Fig. 1: run 1, routing congestion
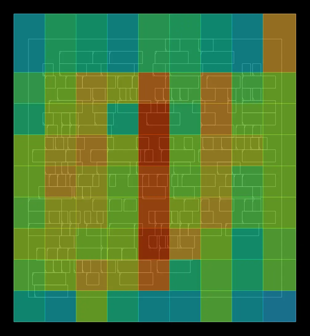
Fig. 2: run 1, clock wires, drivers and flops
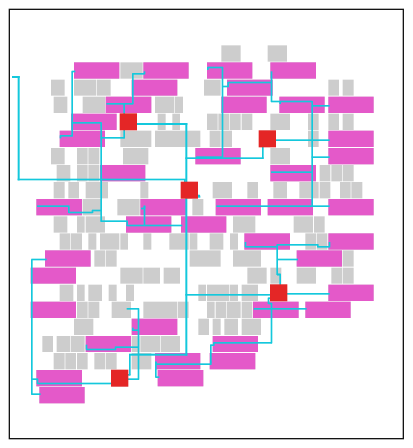
Fig. 3: run 1, cells coloured by class
The bar under the picture is 20 microns long.
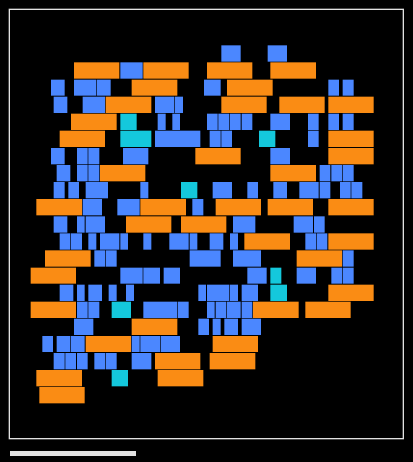
===== config.mk =====
export PLATFORM = sky130hd
export DESIGN_NAME = serial_sub
export DESIGN_NICKNAME = d
export VERILOG_FILES = /design/src/rtl/arith_pkg.sv /design/src/rtl/full_sub.sv /design/src/rtl/serial_sub.sv
export SDC_FILE = /design/constraint.sdc
export NUM_CORES = 1
export LEC_CHECK = 0
export ABC_CLOCK_PERIOD_IN_PS = 3100
export CORE_ASPECT_RATIO = 1.1
export CORE_MARGIN = 3
export CORE_UTILIZATION = 47
export CTS_CLUSTER_SIZE = 25
export DETAILED_ROUTE_END_ITERATION = 16
export DONT_BUFFER_PORTS = 1
export HOLD_SLACK_MARGIN = 0.1
export PLACE_DENSITY = 0.62
export SLEW_MARGIN = 20
export SYNTH_ARGS = -nofsm -noshare
export SYNTH_HDL_FRONTEND = slang
export SYNTH_SLANG_ARGS = --single-unit

===== constraint.sdc =====
create_clock -name clk -period 3.1 [get_ports clk]
set_input_delay 0.775 -clock clk [delete_from_list [all_inputs] [get_ports clk]]
set_output_delay 0.775 -clock clk [all_outputs]
set_load 0.005 [all_outputs]

===== src/rtl/arith_pkg.sv =====
// Shared definitions for the arithmetic group: default operand width and
// the sequencing states used by the bit-serial datapaths.
package arith_pkg;

  localparam int unsigned DEFAULT_WIDTH = 8;

  typedef enum logic [1:0] {
    ST_IDLE = 2'd0,
    ST_RUN  = 2'd1,
    ST_DONE = 2'd2
  } state_t;

endpackage


===== src/rtl/full_sub.sv =====
// One-bit full-subtractor cell: diff = a - b - bin, with borrow-out.
module full_sub (
  input  logic a,
  input  logic b,
  input  logic bin,
  output logic diff,
  output logic bout
);

  assign diff = a ^ b ^ bin;
  assign bout = (~a & b) | (~(a ^ b) & bin);

endmodule


===== src/rtl/serial_sub.sv =====
// Bit-serial unsigned subtractor: a - b, LSB first, one bit per clock.
// The start/busy/done handshake frames each operation; diff and borrow
// hold the last committed result until the next commit or reset.
module serial_sub
  import arith_pkg::*;
#(
  parameter int unsigned WIDTH = DEFAULT_WIDTH
) (
  input  logic             clk,
  input  logic             rst,
  input  logic             start,
  input  logic [WIDTH-1:0] a,
  input  logic [WIDTH-1:0] b,
  output logic             busy,
  output logic             done,
  output logic [WIDTH-1:0] diff,
  output logic             borrow
);

  localparam int unsigned CW = $clog2(WIDTH) + 1;

  state_t           r_state;
  logic [WIDTH-1:0] r_a;
  logic [WIDTH-1:0] r_b;
  logic [WIDTH-1:0] r_work;
  logic             r_bin;
  logic [CW-1:0]    r_cnt;
  logic             r_busy;
  logic             r_done;
  logic [WIDTH-1:0] r_diff;
  logic             r_borrow;

  logic             w_d;
  logic             w_bout;
  logic [WIDTH-1:0] w_work_next;

  full_sub u_cell (
    .a    (r_a[0]),
    .b    (r_b[0]),
    .bin  (r_bin),
    .diff (w_d),
    .bout (w_bout)
  );

  // Working result after this cycle's bit enters at the MSB; after WIDTH
  // shifts bit 0 of the result has reached position 0.
  assign w_work_next = {w_d, r_work[WIDTH-1:1]};

  // Sequencer, operand/result shift registers and registered outputs.
  always_ff @(posedge clk) begin
    if (rst) begin
      r_state  <= ST_IDLE;
      r_a      <= '0;
      r_b      <= '0;
      r_work   <= '0;
      r_bin    <= 1'b0;
      r_cnt    <= '0;
      r_busy   <= 1'b0;
      r_done   <= 1'b0;
      r_diff   <= '0;
      r_borrow <= 1'b0;
    end else begin
      case (r_state)
        ST_IDLE: begin
          r_done <= 1'b0;
          if (start) begin
            r_a     <= a;
            r_b     <= b;
            r_work  <= '0;
            r_bin   <= 1'b0;
            r_cnt   <= '0;
            r_busy  <= 1'b1;
            r_state <= ST_RUN;
          end
        end
        ST_RUN: begin
          r_work <= w_work_next;
          r_a    <= r_a >> 1;
          r_b    <= r_b >> 1;
          r_bin  <= w_bout;
          r_cnt  <= r_cnt + CW'(1);
          if (r_cnt == CW'(WIDTH - 1)) begin
            r_diff   <= w_work_next;
            r_borrow <= w_bout;
            r_busy   <= 1'b0;
            r_done   <= 1'b1;
            r_state  <= ST_DONE;
          end
        end
        ST_DONE: begin
          r_done  <= 1'b0;
          r_state <= ST_IDLE;
        end
        default: begin
          r_busy  <= 1'b0;
          r_done  <= 1'b0;
          r_state <= ST_IDLE;
        end
      endcase
    end
  end

  assign busy   = r_busy;
  assign done   = r_done;
  assign diff   = r_diff;
  assign borrow = r_borrow;

endmodule


==> impl_metrics.toml, run 1 <==
# physical design summary
[critical_path]
r2r_cells = 3
crit_fanout = 17
worstPathArrival_ps = 2100

[finish]
areaGrowthSynthToFinish_pct = 2.35
stdcell_count = 211

[placement]
gp_congestion = 0.726
port_buffers = 0

[drt]
drt-met1-wl_microns = 1440
wl_per_cell_microns = 15.5

[die]
chipArea_sq_um = 4260

[yosys]
area_leaders = "dfxtp_1 50%, a21oi_1 5.8%, o21ai_0 5.5%, a22o_1 5.3%, a221o_1 3.0%"
flop_cell = "dfxtp_1"
ys_warn_count = 0

[final_timing]
fin_ws_ps = 1280

[outcome]
status = "finished clean"

[clock_network]
cts_root_buf = "clkbuf_4"
cts_setup_buffers = 0

[flow_run]
warnings = 26

[pwr]
max-vdd-ir-drop_mv = 0.315
power.total_uw = 947
-- Fig. 1 (at the start) --
Top Usage Layer GRT: met2
GR Util met1: 19.4%
GR Util met3: 6.40%
fin util: 52.7%

-- Fig. 2 (at the start) --
[flip-flops] magenta | count: 41
[clock wires] cyan | length: 462 microns
[clock-net drivers] red | count: 5
flops lie: widely spread
routed clock nets: 6

-- Fig. 3 (at the start) --
| class | colour | cells | share of their area |
|---|---|---|---|
| clock drivers and dummy loads | cyan | 8 | 4.0% |
| remaining logic cells | blue | 116 | 46% |
| sequential cells | orange | 41 | 50% |

Fig. 4: run 1, power grid
Pins as bars on the die edge. Tap cells in grey.
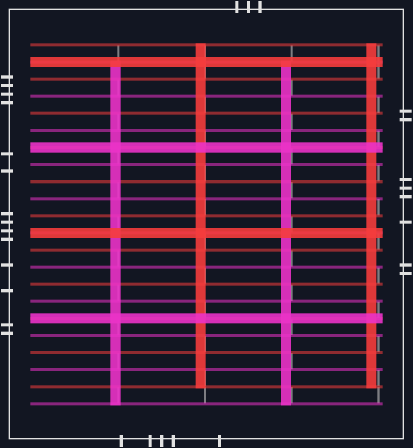

==> inputs of run 2 (changes only) <==
--- a/config.mk
+++ b/config.mk
@@ -5,7 +5,7 @@
 export SDC_FILE = /design/constraint.sdc
 export NUM_CORES = 1
 export LEC_CHECK = 0
-export ABC_CLOCK_PERIOD_IN_PS = 3100
+export ABC_CLOCK_PERIOD_IN_PS = 1490
 export CORE_ASPECT_RATIO = 1.1
 export CORE_MARGIN = 3
 export CORE_UTILIZATION = 47
@@ -13,7 +13,7 @@
 export DETAILED_ROUTE_END_ITERATION = 16
 export DONT_BUFFER_PORTS = 1
 export HOLD_SLACK_MARGIN = 0.1
-export PLACE_DENSITY = 0.62
+export PLACE_DENSITY = 0.64
 export SLEW_MARGIN = 20
 export SYNTH_ARGS = -nofsm -noshare
 export SYNTH_HDL_FRONTEND = slang
==> constraint.sdc (replaced) <==
create_clock -name clk -period 1.49 [get_ports clk]
set_input_delay 0.3725 -clock clk [delete_from_list [all_inputs] [get_ports clk]]
set_output_delay 0.3725 -clock clk [all_outputs]
set_load 0.005 [all_outputs]
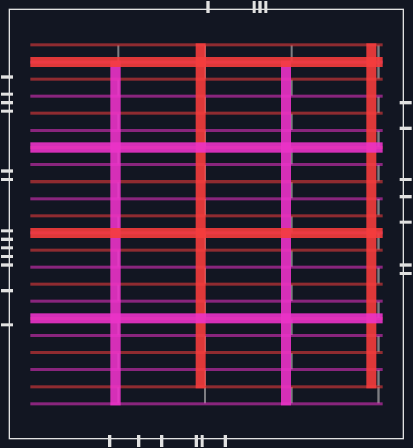
Fig. 5. Power grid (run 2).
Pins as bars on the die edge. Tap cells in grey.
| net | colour |
|---|---|
| VDD | red |
| VSS | magenta |
met1 rails: 22
met4 straps: 4
met5 straps: 4
signal pins: 30

==> run 2 against run 1 <==
Count of clock-buffer cells in the layout unchanged. Die area is the same. Global-route usage grew 0.50 points. Wire length up 4.6%. Clock skew is 7.4 ps lower. Sequential power up 110%. Total power is 130% higher.
==> impl_metrics.toml, run 2 <==
# physical design summary
[drt]
wl_per_cell_microns = 15.6
ant_nets = 0
dr_wl_met2_microns = 1670
drt-met1-wl_microns = 1560

[yosys]
compound_area_share_pct = 28.3
synthTopCellsByCount = "41 x dfxtp_1, 19 x a21oi_1, 18 x o21ai_0"
yosysTopAreaCell = "dfxtp_1"
top_cell = "dfxtp_1"
flop_cell = "dfxtp_1"
area_leaders = "dfxtp_1 50%, a21oi_1 5.8%, o21ai_0 5.5%, a22o_1 5.3%, a221o_1 3.0%"
ys_warn_count = 0

[pwr]
p_comb_share_pct = 10.4
power.total_uw = 2170
max-vdd-ir-drop_mv = 0.605
pwr-share-clk_pct = 34.6
p_sw_uw = 515

[critical_path]
worstPathArrival_ps = 1630
crit_type = "register to register"
crit_fanout = 16
cp.buffers_inverters = 1
r2r_cells = 4
reg2reg_setup_slack_ps = 90
crit_slowest_cell = "dfxtp_1"

[clock_network]
cts_root_buf = "clkbuf_4"
cts_inserted_buffers = 5
cts_setup_buffers = 0

[finish]
areaGrowthSynthToFinish_pct = 8.42
drive_gt1_share_pct = 12.7
stdcell_count = 219
n_antenna_cell = 0
final_cell_mix = "40 x dfxtp_1, 19 x a21oi_1, 18 x o21ai_0, 10 x nand3_1, 10 x a22o_1"

[min_path]
hold_path_depth = 1

[die]
taps = 46
chipArea_sq_um = 4260

[flow_run]
warnings = 26

[outcome]
status = "finished clean"

[placement]
dp_hpwl_microns = 2430
gp_congestion = 0.736
port_buffers = 0

[grt]
grt-busiest-layer = "met2"
met1_usage_pct = 21.8

[final_timing]
fin_ws_ps = 94.5
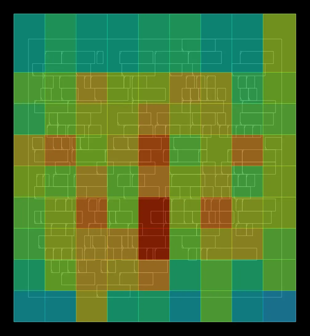
Fig. 6. Routing congestion (run 2).
fin util: 55.8%
GR Util met3: 5.42%

Fig. 7: run 2, sequential cells coloured by netlist name
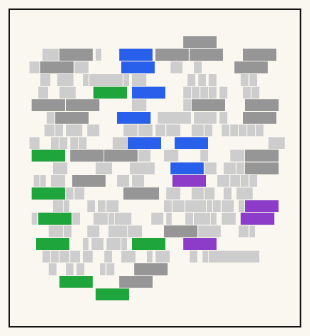

==> inputs of run 3 (changes only) <==
--- a/config.mk
+++ b/config.mk
@@ -5,7 +5,7 @@
 export SDC_FILE = /design/constraint.sdc
 export NUM_CORES = 1
 export LEC_CHECK = 0
-export ABC_CLOCK_PERIOD_IN_PS = 1490
+export ABC_CLOCK_PERIOD_IN_PS = 1300
 export CORE_ASPECT_RATIO = 1.1
 export CORE_MARGIN = 3
 export CORE_UTILIZATION = 47
@@ -13,7 +13,7 @@
 export DETAILED_ROUTE_END_ITERATION = 16
 export DONT_BUFFER_PORTS = 1
 export HOLD_SLACK_MARGIN = 0.1
-export PLACE_DENSITY = 0.64
+export PLACE_DENSITY = 0.62
 export SLEW_MARGIN = 20
 export SYNTH_ARGS = -nofsm -noshare
 export SYNTH_HDL_FRONTEND = slang
==> constraint.sdc (replaced) <==
create_clock -name clk -period 1.3 [get_ports clk]
set_input_delay 0.325 -clock clk [delete_from_list [all_inputs] [get_ports clk]]
set_output_delay 0.325 -clock clk [all_outputs]
set_load 0.005 [all_outputs]
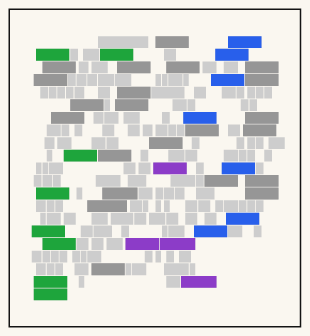
Fig. 8. Sequential cells coloured by netlist name (run 3).
| signal | colour | sequential cells |
|---|---|---|
| `r_b` | green | 8 |
| `r_cnt` | purple | 4 |
| `r_work` | blue | 7 |
not coloured: 22

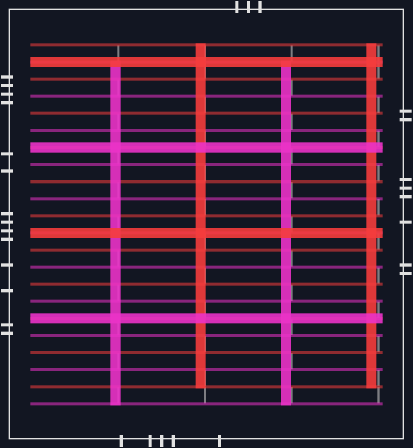
Fig. 9. Power grid (run 3).
Pins as bars on the die edge. Tap cells in grey.
| net | colour |
|---|---|
| VSS | magenta |
| VDD | red |
met4 straps: 4
tap cells: 46
met1 rails: 22
signal pins: 30
worst vdd ir: 0.822 mV
core area: 3210 sq um
Die Y: 68.1 microns

==> run 3 against run 2 <==
Cell area increased by 4.4%. Fmax is 12% higher. Non-clock buffer count is 9 higher. Via count up 2.2%. Clock power is 12% higher. Critical path type unchanged. Sequential cell count is the same. Clock skew grew 17 ps. Final cell count up 4.1%. Sequential share of layout area fell by 1.6 points. Largest power group unchanged. Worst setup slack worse by 43 ps.
==> impl_metrics.toml, run 3 <==
# physical design summary
[outcome]
status = "finished clean"

[yosys]
ys_warn_count = 0
flop_cell = "dfxtp_1"
compound_area_share_pct = 28.3
area_leaders = "dfxtp_1 50%, a21oi_1 5.8%, o21ai_0 5.5%, a22o_1 5.3%, a221o_1 3.0%"
yosysTopAreaCell = "dfxtp_1"
top_cell = "dfxtp_1"

[grt]
grt-busiest-layer = "met2"
met1_usage_pct = 20.6

[critical_path]
worstPathArrival_ps = 1490
cp.buffers_inverters = 2
crit_slowest_cell = "dfxtp_4"
reg2reg_setup_slack_ps = 50

[flow_run]
warnings = 26

[finish]
final_cell_mix = "37 x dfxtp_1, 19 x a21oi_1, 17 x o21ai_0, 13 x buf_4"
stdcell_count = 228

[final_timing]
fin_ws_ps = 51.9

[pwr]
p_comb_share_pct = 11.6

[clock_network]
cts_inserted_buffers = 5
cts_root_buf = "clkbuf_4"

[drt]
ant_nets = 0

[placement]
dp_hpwl_microns = 2600
port_buffers = 0
Power is estimated from default activity; no workload was simulated.
